### src/rtl/stim_gen.sv
// Pseudorandom operand source: Galois LFSR operands over valid/ready, with a
// latency-matched chk_valid strobe and a fixed per-run vector budget.
module stim_gen #(
    parameter int          AWIDTH      = 32,
    parameter int          BWIDTH      = 16,
    parameter int          NUM_VECTORS = 256,
    parameter int          LATENCY     = 1,
    parameter logic [31:0] SEED        = 32'h00000001
) (
    input  logic              Clk,
    input  logic              Rst,
    input  logic              start,
    input  logic              out_ready,
    output logic [AWIDTH-1:0] a,
    output logic [BWIDTH-1:0] b,
    output logic              out_valid,
    output logic              chk_valid,
    output logic [15:0]       vec_count,
    output logic              busy,
    output logic              done,
    output logic [1:0]        fsm_state
);

    typedef enum logic [1:0] {
        S_IDLE  = 2'd0,
        S_RUN   = 2'd1,
        S_DRAIN = 2'd2,
        S_DONE  = 2'd3
    } state_t;

    localparam logic [31:0] MASK       = 32'h80200003;
    localparam logic [31:0] SEED_EFF   = (SEED == 32'd0) ? 32'd1 : SEED;
    localparam logic [15:0] LAST_VEC   = 16'(NUM_VECTORS - 1);
    localparam logic [4:0]  LAST_DRAIN = 5'(LATENCY - 1);

    state_t             state;
    state_t             next_state;
    logic [31:0]        lfsr;
    logic [31:0]        lfsr_next;
    logic [15:0]        fold;
    logic [4:0]         drain_cnt;
    logic [LATENCY-1:0] dly;
    logic               xfer;
    logic               launch;

    // Handshake: a word moves when out_valid & out_ready at a rising edge;
    // once out_valid is up, a/b/out_valid hold until that transfer happens.
    assign xfer   = out_valid & out_ready;
    assign launch = ((state == S_IDLE) || (state == S_DONE)) && start;

    always_ff @(posedge Clk) begin
        if (!Rst) begin
            state <= S_IDLE;
        end else begin
            state <= next_state;
        end
    end

    always_comb begin
        next_state = state;
        case (state)
            S_IDLE, S_DONE: begin
                if (start) next_state = S_RUN;
            end
            S_RUN: begin
                if (xfer && (vec_count == LAST_VEC)) next_state = S_DRAIN;
            end
            S_DRAIN: begin
                if (drain_cnt == LAST_DRAIN) next_state = S_DONE;
            end
            default: next_state = S_IDLE;
        endcase
    end

    always_comb begin
        out_valid = 1'b0;
        busy      = 1'b0;
        done      = 1'b0;
        case (state)
            S_RUN: begin
                out_valid = 1'b1;
                busy      = 1'b1;
            end
            S_DRAIN: busy = 1'b1;
            S_DONE:  done = 1'b1;
            default: ;
        endcase
    end

    assign fsm_state = state;

    always_comb begin
        lfsr_next = lfsr >> 1;
        if (lfsr[0]) lfsr_next = (lfsr >> 1) ^ MASK;
    end

    always_ff @(posedge Clk) begin
        if (!Rst) begin
            lfsr      <= SEED_EFF;
            vec_count <= 16'd0;
            drain_cnt <= 5'd0;
            dly       <= '0;
        end else begin
            // Shift register keeps every transfer gap intact at the far end.
            dly[0] <= xfer;
            for (int i = 1; i < LATENCY; i++) begin
                dly[i] <= dly[i-1];
            end
            if (launch) begin
                lfsr      <= SEED_EFF;
                vec_count <= 16'd0;
            end else if (xfer) begin
                lfsr      <= lfsr_next;
                vec_count <= vec_count + 16'd1;
            end
            if (state == S_DRAIN) begin
                drain_cnt <= drain_cnt + 5'd1;
            end else begin
                drain_cnt <= 5'd0;
            end
        end
    end

    assign fold      = lfsr[15:0] ^ lfsr[31:16];
    assign a         = lfsr[AWIDTH-1:0];
    assign b         = fold[BWIDTH-1:0];
    assign chk_valid = dly[LATENCY-1];

endmodule

### config.mk
export PLATFORM = sky130hd
export DESIGN_NAME = stim_gen
export DESIGN_NICKNAME = d
export VERILOG_FILES = /design/src/rtl/stim_gen.sv
export SDC_FILE = /design/constraint.sdc
export NUM_CORES = 1
export LEC_CHECK = 0
export CAP_MARGIN = 20
export CORE_AREA = 4 4 92 94
export CTS_BUF_LIST = sky130_fd_sc_hd__clkbuf_4 sky130_fd_sc_hd__clkbuf_8
export CTS_CLUSTER_SIZE = 10
export DETAILED_ROUTE_END_ITERATION = 7
export DIE_AREA = 0 0 96 98
export PLACE_DENSITY = 0.64
export SKIP_CTS_REPAIR_TIMING = 1
export SYNTH_ARGS = -nofsm -noshare
export SYNTH_HDL_FRONTEND = slang
export SYNTH_SLANG_ARGS = --single-unit
### constraint.sdc
create_clock -name Clk -period 2.5 [get_ports Clk]
set_clock_uncertainty 0.05 [all_clocks]
set_input_delay 0.25 -clock Clk [delete_from_list [all_inputs] [get_ports Clk]]
set_output_delay 0.25 -clock Clk [all_outputs]
set_load 0.01 [all_outputs]
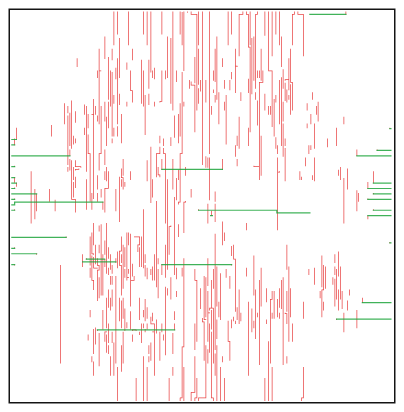
**Above:** run 1 (signal wires by layer).
(4 px per um) Only two layers are drawn.
| layer | color | wire length |
|---|---|---|
| M2 | red | 2,890 um |
| M3 | green | 238 um |
DR WL/cell: 13.0 um
vias post-DR: 2,191
All-Layer GR Usage: 13.2%

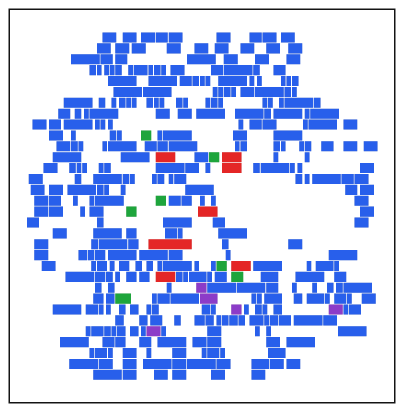
**Above:** run 1 (sizing map).
(4 px per um)
| size | color | cells | share |
|---|---|---|---|
| x1 and smaller | blue | 346 | 95% |
| x3 and x4 | green | 7 | 1.9% |
| x2 | purple | 5 | 1.4% |
| x6 and larger | red | 7 | 1.9% |
setup ws final: 0.329 ns
Non-clk bufs: 78

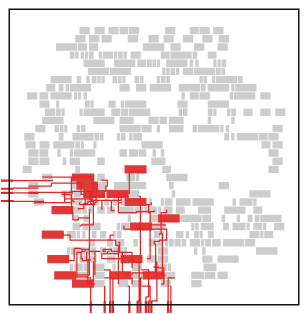
**Above:** run 1 (I/O nets highlighted).
(3 px per um)
| port | color | bits | direction | edge | end cells | buffers | wire |
|---|---|---|---|---|---|---|---|
| `vec_count` | red | 16 | output | 12 south, 4 west | 16 | 16 | 719 um |
IO buf count: 73
IO Count: 74

## run 1: per-layer routing
| layer | wire length (um) | GRT usage (%) |
|---|---|---|
| met2 | 2890 | 20.2 |
| met3 | 237 | 3.16 |
| met5 | 0 | 0 |
| met1 | 2880 | 18.3 |
| met4 | 73 | 3.61 |
## run 1: cells in the final DEF, fill, tap and decap left out, types with 2 or more instances in the layout
cell,netlist,layout
a211oi_1,2,2
a21oi_1,36,36
a31oi_1,2,2
buf_4,29,5
clkbuf_8,0,6
clkdlybuf4s50_1,0,73
dfxtp_1,56,56
ha_1,7,7
inv_1,8,8
nand2_1,74,74
nand3_1,6,6
nand4_1,4,4
nor2_1,19,19
nor3_1,3,3
nor4_1,3,3
o21ai_0,2,2
o31ai_1,5,5
or2_1,2,2
or4_1,6,6
xnor2_1,11,11
xor2_1,21,21
## run 1: cell type report
type | count | area, um2
flip-flops and latches | 56 | 1120
repair buffers | 78 | 768
fillers | 761 | 4260
multi-input cells | 215 | 1220
clock buffers | 6 | 82.6
clock inverters | 2 | 38.8
well taps | 102 | 128
inverters | 8 | 30.0
## run 1: through the flow
step	setup slack [ns]	power [mW]	utilization, %	cells	instance area (um2)
finish	0.329	2.14	44.3	467	3390
global route	0.133	2.26	44.3	467	3390
CTS	0.331	2.16	44.3	467	3390
detailed placement	0.356	1.54	42.8	459	3270
global placement	0.411	1.53	42.8	459	3270
floorplan	0.457	1.31	-	322	2650
## run 1: sequential cells by signal, indices dropped and copies added (netlist names)
register	count
a	32
chk_valid	1
drain_cnt	5
fsm_state	2
vec_count	16
## run 1: kinds of logic after synthesis
logic type                 Yosys count  synth area share, %
DFF                                 56                 42.4
and+or+nand+nor                    126                 21.8
AOI/OAI and AO/OA                   50                 10.5
adders and majority gates            7                 3.31
buffers and inverters               51                 11.4
xor gates and xnor gates            32                 10.6
==> deck_impl_summary.md, run 1 <==
Flow Results at a Glance

Logic synthesis
  – Area leader share: approximately 42%
  – Cell type with the largest total area: dfxtp_1
  – Syn_nets: roughly 330
  – Syn Area/Cell: between 8 and 9 um2
  – Yosys top cell by instances: nand2_1
  – Top cells by count, synth: nand2_1, dfxtp_1, a21oi_1, buf_4, xor2_1
  – Flops & latches, synth: about 56
  – Flip-flops with a built-in enable: 0
  – Synthesis area per yosys: 2650 um2
  – Distinct cells, synth: 34
  – Main synth FF type: dfxtp_1
  – Mapped Cells: around 320
  – # Cells Yosys: 322
  – Post-synth ARST share: 0%
  – Top cells, area: dfxtp_1, nand2_1, buf_4, xor2_1, a21oi_1

Clock network
  – CTS tree: built
  – Late-Pin Clk Latency: approximately 0.31 ns
  – CTS max path bufs: 2
  – TritonCTS buffer count: 5
  – Htree depth: 2
  – Clock root buffer: clkbuf_8
  – CTS sink count: 56

Worst setup path
  – CP max FO: 9
  – Cell Chain, Critical Path: ha_1 > nand4_1 > or2_1 > or4_1 > a21oi_1
  – Setup CP Type: reg2reg
  – Reg2reg path depth: 5
  – Worst r2r dst: vec_count[14]
  – Critical Path End: vec_count[14]
  – CP Capture Type: flop
  – Flop-to-flop setup slack: between 0.3 and 0.4 ns
  – Crit path required time: about 2.7 ns
  – Critical Path AT: around 2.4 ns
  – Worst setup SP type: flop
  – Critical path's slowest cell: or4_1
  – Worst Path Buf+Inv: 0
  – Number of cells on the critical path: 5
  – Top cell family by delay on the critical path: simple AND/OR/NAND/NOR gates
  – Reg-to-Reg Start: fsm_state[0]
  – Worst path max stage delay: between 0.5 and 0.6 ns

Final timing
  – RSZ-0062 raised after global routing: false
  – Slew HR: a little under three quarters
  – Hold Fails Final Rpt: 0
  – Max Transition Viols Final: 0
  – Tmin final: 2.17 ns
  – Max Freq: 461 MHz
  – Final period util: 86.8%
  – Final setup viols: 0
  – Setup TNS: 0 ns

GRT
  – Pin count of the biggest net entering global routing: 31
  – Remaining global-route overflow: 0
  – Number of global-route vias before repair: 1,956
  – Initial antenna violation count: 0

Finish
  – P&R area growth vs syn: 28.2%
  – Antenna cell count: 0
  – Post-layout nets: roughly 380
  – Share of layout cells above drive strength 1: under 10%

Power and ir drop
  – NetSw: 0.661 mW
  – P per Cell Area: 630 nW/um2
  – Combinational share of power: about a quarter
  – Clock-net power: ~0.63 mW
  – LEAKAGE: between 1 and 1.5 nW
  – Seq pwr share: between 40% and 50%
  – Sequential power: ~0.97 mW
  – Internal power: 1.47 mW
  – Worst vdd ir: 0.281 mV
  – Sw Ratio: between 30% and 40%
  – Biggest consumer: sequential cells
  – Comb power: 0.535 mW

Floorplan
  – Core box area: approximately 7600 um2
  – Die Area: between 9000 and 10,000 um2
  – Cell Rows: 32

Hold path
  – Hold Path Depth: 1
  – HP Class: reg2reg
  – Worst hold endpoint: drain_cnt[0]
  – Hold Path Origin: drain_cnt[0]

Drt
  – Antenna-violating nets left: 0
  – Routed WL: a little over 6000 um
  – First-pass DRT Iterations: 4
  – Detailed Route Iter0 Violations: roughly 110
  – # DRC: 0
  – Post-DR vias/cell: around 4.7

Status
  – Status: complete, no violations

Place
  – Final HPWL DP: around 4500 um
  – Final Wtd Congestion: 0.799

Job
  – Maximum capacitance violations: 0
==> run 2: changes to the inputs <==
--- a/config.mk
+++ b/config.mk
@@ -6,12 +6,15 @@
 export NUM_CORES = 1
 export LEC_CHECK = 0
 export CAP_MARGIN = 20
+export CELL_PAD_IN_SITES_DETAIL_PLACEMENT = 0
+export CELL_PAD_IN_SITES_GLOBAL_PLACEMENT = 1
 export CORE_AREA = 4 4 92 94
 export CTS_BUF_LIST = sky130_fd_sc_hd__clkbuf_4 sky130_fd_sc_hd__clkbuf_8
 export CTS_CLUSTER_SIZE = 10
 export DETAILED_ROUTE_END_ITERATION = 7
 export DIE_AREA = 0 0 96 98
-export PLACE_DENSITY = 0.64
+export PLACE_DENSITY = 0.82
+export REMOVE_ABC_BUFFERS = 1
 export SKIP_CTS_REPAIR_TIMING = 1
 export SYNTH_ARGS = -nofsm -noshare
 export SYNTH_HDL_FRONTEND = slang
==> constraint.sdc (replaced) <==
create_clock -name Clk -period 2.1 [get_ports Clk]
set_clock_uncertainty 0.05 [all_clocks]
set_input_delay 0.21 -clock Clk [delete_from_list [all_inputs] [get_ports Clk]]
set_output_delay 0.21 -clock Clk [all_outputs]
set_load 0.01 [all_outputs]
==> run 2 against run 1 <==
Against the previous run:
- power up 16%
- synthesized cell count stayed put
- sequential share of layout area decreased by 0.21 points
- critical path depth is the same
==> deck_impl_summary.md, run 2 <==
Flow Results at a Glance

Power and ir drop
  – NetSw: 0.801 mW
  – Combinational share of power: between 20% and 30%
  – Sw Ratio: ~32%
  – Internal power: 1.68 mW

Finish
  – Fillers: approximately 750
  – Top cells excl fill/tap: nand2_1, clkdlybuf4s50_1, dfxtp_1
  – Antenna cell count: 0
  – Share of layout cells above drive strength 1: approximately 7.0%
  – Logic area: 1230 um2
  – Dominant logic cell type in the layout: nand2_1
  – Largest register FFs: 32
  – Final Non-Filler Cells: around 470

Logic synthesis
  – Cell type with the largest total area: dfxtp_1
  – Top cells, area: dfxtp_1, nand2_1, buf_4, xor2_1, a21oi_1
  – Main synth FF type: dfxtp_1
  – Synthesis area per yosys: around 2600 um2
  – Top cells by count, synth: nand2_1, dfxtp_1, a21oi_1, buf_4, xor2_1
  – Area leader share: a little over two fifths
  – Syn Area/Cell: 8.21 um2
  – Mapped Cells: 322
  – Post-synth ARST share: 0%
  – Flip-flops with a built-in enable: 0
  – Yosys top cell by instances: nand2_1
  – Flops & latches, synth: between 50 and 60

Clock network
  – CTS tree: built
  – TritonCTS buffer count: 5
  – CTS max path bufs: 2
  – Clock root buffer: clkbuf_8
  – Late-Pin Clk Latency: roughly 0.31 ns

Status
  – Status: complete, no violations

Worst setup path
  – CP Capture Type: output port
  – Critical Path AT: 1.76 ns
  – Setup CP Type: reg2out
  – Critical path's slowest cell: clkdlybuf4s50_1
  – Worst Path Buf+Inv: 4
  – Top cell family by delay on the critical path: buffers and inverters

Place
  – IO buf count: roughly 73
  – Final Wtd Congestion: 0.793
  – Placed inst area: about 3300 um2

Drt
  – Antenna-violating nets left: 0
  – DR WL/cell: between 10 and 15 um
  – Routed WL: 5940 um
  – # DRC: 0
  – Post-DR vias/cell: 4.59

GRT
  – Initial antenna violation count: 0
  – All-Layer GR Usage: approximately an eighth
  – Remaining global-route overflow: 0
  – Number of global-route vias before repair: 2,000

Final timing
  – Slew HR: between 70% and 80%
  – Max Freq: about 490 MHz
  – Hold Fails Final Rpt: 0
  – Tmin final: between 2 and 2.5 ns
  – Final setup viols: 0
  – Final period util: between 90 and 100%
  – Max Transition Viols Final: 0

Floorplan
  – Core box area: between 7000 and 8000 um2
==> run 2: cell type report <==
class	instances	share of cell area (%)
tap	102	3.74
clock inverter	1	0.220
clock buffer	7	2.64
timing repair buffer	83	23.6
multi-input combinational	215	36.0
inverter	8	0.880
sequential	56	32.9
==> run 2: final timing paths <==
check | from | cells after the start | end | slack (ns)
min | drain_cnt[0] | 1 | drain_cnt[0] | 0.42
max | fsm_state[0] | 5 | busy | 0.08
min reg2reg | drain_cnt[0] | 1 | drain_cnt[0] | 0.42
max reg2reg | fsm_state[1] | 6 | vec_count[15] | 0.19
==> run 2: per-layer routing <==
| layer | track usage (%) | wire length (um) | up-vias |
|---|---|---|---|
| met2 | 19.6 | 2770 | 45 |
| li1 | - | - | 1124 |
| met5 | 0 | 0 | - |
| met1 | 17.9 | 2840 | 992 |
| met4 | 3.94 | 79 | 0 |
| met3 | 2.93 | 247 | 7 |
==> run 2: cells by family after synthesis <==
logic type,share of synthesized area (%)
AND-OR/OR-AND,10.5
XOR/XNOR,10.6
adder cells (fa/ha/maj),3.31
buffers and inverters,11.4
flip-flops,42.4
AND/OR/NAND/NOR,21.8
==> run 2: power groups by stage <==
stage	Sequential, mW	Combinational [mW]	Clock (mW)
floorplan	1.19	0.329	0
global placement	1.17	0.702	0
detailed placement	1.17	0.700	0
CTS	1.14	0.702	0.660
global route	1.15	0.772	0.704
finish	1.14	0.699	0.640
==> run 2: per-stage QoR <==
stage	TNS [ns]	power (mW)
global route	-0.00311	2.63
finish	0	2.48
floorplan	0	1.51
detailed placement	0	1.87
global placement	0	1.87
CTS	0	2.51
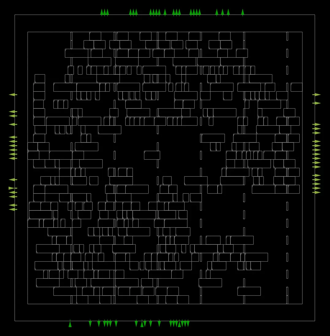
**Above:** run 2 (cell outlines without signal wires).
flip-flops: 56
final core occ: 44.6%

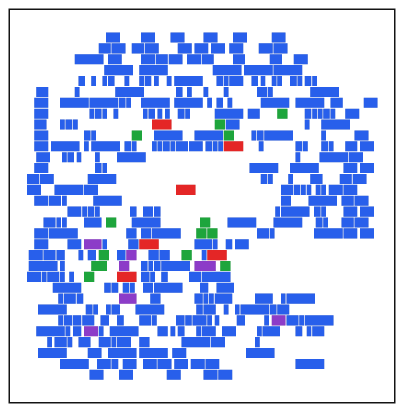
**Above:** run 2 (sizing map).
(4 px per um)
| size | color | cells | share |
|---|---|---|---|
| x6 and larger | red | 6 | 1.6% |
| x3 and x4 | green | 13 | 3.5% |
| x1 and smaller | blue | 344 | 93% |
| x2 | purple | 7 | 1.9% |
P&R area growth vs syn: 29.0%
setup ws final: 0.0787 ns
Finished Cell Area: 3410 um2
Non-clk bufs: 83

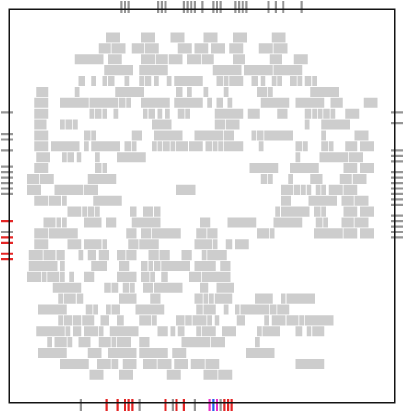
**Above:** run 2 (I/O pins on the die edge).
(4 px per um) Pins as bars across the die edge, other pins in gray.
| port | color | pins | direction | edge |
|---|---|---|---|---|
| `busy` | blue | 1 | output | south |
| `vec_count` | red | 16 | output | 11 south, 5 west |
| `fsm_state` | magenta | 2 | output | south |
all pins by edge: 22 north, 19 south, 17 east, 16 west
die width: 96 um
die y size: 98 um

==> run 3: changes to the inputs <==
--- a/config.mk
+++ b/config.mk
@@ -8,12 +8,12 @@
 export CAP_MARGIN = 20
 export CELL_PAD_IN_SITES_DETAIL_PLACEMENT = 0
 export CELL_PAD_IN_SITES_GLOBAL_PLACEMENT = 1
-export CORE_AREA = 4 4 92 94
+export CORE_AREA = 2 2 83 101
 export CTS_BUF_LIST = sky130_fd_sc_hd__clkbuf_4 sky130_fd_sc_hd__clkbuf_8
 export CTS_CLUSTER_SIZE = 10
 export DETAILED_ROUTE_END_ITERATION = 7
-export DIE_AREA = 0 0 96 98
-export PLACE_DENSITY = 0.82
+export DIE_AREA = 0 0 85 103
+export PLACE_DENSITY_LB_ADDON = 0.1
 export REMOVE_ABC_BUFFERS = 1
 export SKIP_CTS_REPAIR_TIMING = 1
 export SYNTH_ARGS = -nofsm -noshare
==> run 3 against run 2 <==
Against the previous run:
- flip-flop count stayed put
- fmax grew 1.5%
- wire length increased by 0.37%
- register-to-register slack lost 0.08 ns
- die area down 6.9%
- non-clock buffer count is 4 higher
- synthesized area did not move
- power up 2.9%
- critical path depth is 1 lower
- core utilization shrank 0.95 points
==> deck_impl_summary.md, run 3 <==
Flow Results at a Glance

Logic synthesis
  – Flip-flops with a built-in enable: 0
  – Mapped Area: between 2000 and 3000 um2
  – Post-synth ARST share: 0%
  – Main synth FF type: dfxtp_1
  – Top cells by count, synth: nand2_1, dfxtp_1, a21oi_1, buf_4, xor2_1
  – Yosys top cell by instances: nand2_1
  – Distinct cells, synth: 34
  – Area leader share: 42.4%
  – Top cells, area: dfxtp_1, nand2_1, buf_4, xor2_1, a21oi_1
  – Syn Area/Cell: 8.21 um2
  – Flops & latches, synth: 56
  – Cell type with the largest total area: dfxtp_1
  – # Cells Yosys: approximately 320
  – Yosys Warn Count: 0
  – Mapped Cells: about 320
  – Synthesis area per yosys: 2650 um2

Worst setup path
  – Setup CP Type: reg2out
  – Reg2reg path depth: 6
  – CP Capture Type: output port
  – Crit path required time: approximately 1.8 ns
  – Worst setup SP type: flop
  – CP max FO: 6
  – Critical Path AT: 1.73 ns

Floorplan
  – IO Count: 74
  – Die Area: approximately 8800 um2
  – Cell Rows: 36
  – Core box area: roughly 7900 um2

Clock network
  – Clock root buffer: clkbuf_8
  – TritonCTS buffer count: 5
  – CTS sink count: roughly 56
  – CTS tree: built
  – Htree depth: 2
  – CTS max path bufs: 2

GRT
  – Initial antenna violation count: 0
  – Met2 Usage GRT: roughly a quarter
  – Grt met1 use: about 17%
  – Number of global-route vias before repair: approximately 2,000
  – Remaining global-route overflow: 0
  – Pin count of the biggest net entering global routing: 38
  – Grt peak-use layer: met2
  – Met3 Resource Use GR: 3.04%

Final timing
  – Tmin final: 1.99 ns
  – Max Freq: about 500 MHz
  – RSZ-0062 raised after global routing: false
  – Final period util: 94.9%
  – Max Transition Viols Final: 0
  – Hold Fails Final Rpt: 0
  – Setup TNS: 0 ns
  – Slew HR: a little over 70%
  – Final setup viols: 0
  – Setup ws final: between 0.1 and 0.15 ns

Power and ir drop
  – Worst vdd ir: slightly below 0.4 mV
  – LEAKAGE: 1.25 nW
  – P per Cell Area: ~740 nW/um2
  – Power Total: 2.56 mW

Job
  – Maximum capacitance violations: 0

Hold path
  – HP Class: reg2reg
  – Hold Path Depth: 1

Finish
  – Antenna cell count: 0
  – Dominant logic cell type in the layout: nand2_1
  – Largest register FFs: 32
  – Post-layout nets: roughly 380
  – Logic area: approximately 1200 um2
  – P&R area growth vs syn: 30.1%
  – Top cells excl fill/tap: nand2_1, clkdlybuf4s50_1, dfxtp_1
  – Fillers: 782
  – Share of layout cells above drive strength 1: under 10%

Drt
  – Detailed Route Iter0 Violations: around 120
  – # DRC: 0
  – First-pass DRT Iterations: 4
  – Post-DR vias/cell: 4.68

Status
  – Status: complete, no violations

Place
  – Final HPWL DP: between 4000 and 5000 um
  – IO buf count: 73
  – Final Wtd Congestion: 0.773
  – Minimum setup slack after placement: between 0.04 and 0.05 ns
## run 3: kinds of logic after synthesis
kind of cell,share of synthesized area (%)
compound gates,10.5
flops,42.4
simple gates,21.8
buf+inv,11.4
fa+ha+maj,3.31
xor+xnor,10.6
## run 3: stage by stage
stage	cell area, um2	util, %	instances
after floorplan	2370	-	279
after global placement	3330	42.2	461
after detailed placement	3330	42.2	461
after CTS	3440	43.6	469
after global routing	3440	43.7	469
final	3440	43.7	469
## run 3: where the power goes
part           internal (mW)  switching [mW]
Sequential              1.10          0.0400
Clock                  0.368           0.351
Combinational          0.296           0.399
## run 3: final timing paths
check	startpoint	end	slack [ns]
setup / recovery	fsm_state[1]	out_valid	0.11
hold / removal	drain_cnt[0]	drain_cnt[0]	0.42
setup reg to reg	fsm_state[1]	vec_count[15]	0.11
hold reg to reg	drain_cnt[0]	drain_cnt[0]	0.42
## run 3: layer usage
layer / vias to the layer above / wire length, um
met5: - / 0
met4: 0 / 65
met3: 5 / 294
met2: 53 / 2880
met1: 1008 / 2720
li1: 1130 / -
## run 3: final cells by class
type                       count  share of cell area [%]
clock buffer                   6                    2.22
timing repair buffer          87                    24.4
inverter                       8                   0.872
multi-input combinational    215                    35.5
sequential                    56                    32.6
tap                           95                    3.45
clock inverter                 2                    1.02
## run 3: critical path: stages (launching register included)
cell	delay, ns
dfxtp_1	0.37
inv_1	0.09
ha_1	0.26
buf_4	0.17
clkdlybuf4s50_1	0.54
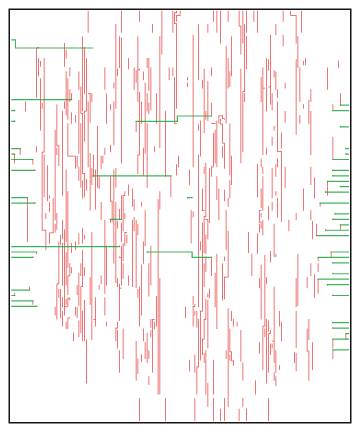
**Above:** run 3 (signal wires by layer).
(4 px per um) Only two layers are drawn.
| layer | color | wire length |
|---|---|---|
| M3 | green | 295 um |
| M2 | red | 2,880 um |
Routed WL: 5960 um
DR WL/cell: 12.7 um
All-Layer GR Usage: 13.7%
vias post-DR: 2,196

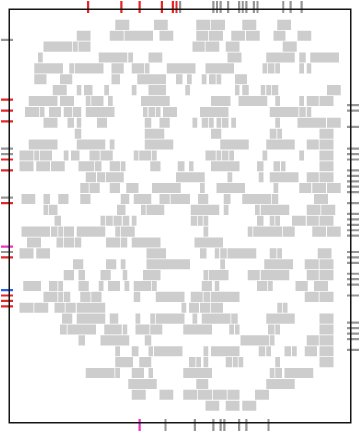
**Above:** run 3 (I/O pins on the die edge).
(4 px per um) Pins as bars across the die edge, other pins in gray.
die width: 85 um
die y size: 103 um

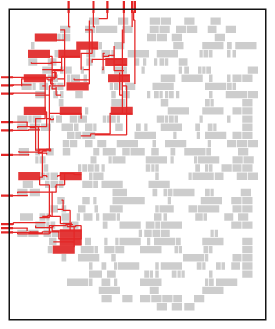
**Above:** run 3 (I/O nets highlighted).
(3 px per um)
| port | color | bits | direction | edge | end cells | buffers | wire |
|---|---|---|---|---|---|---|---|
| `vec_count` | red | 16 | output | 10 west, 6 north | 16 | 17 | 728 um |

No activity file was given, so power comes from the tool's default toggle rates.
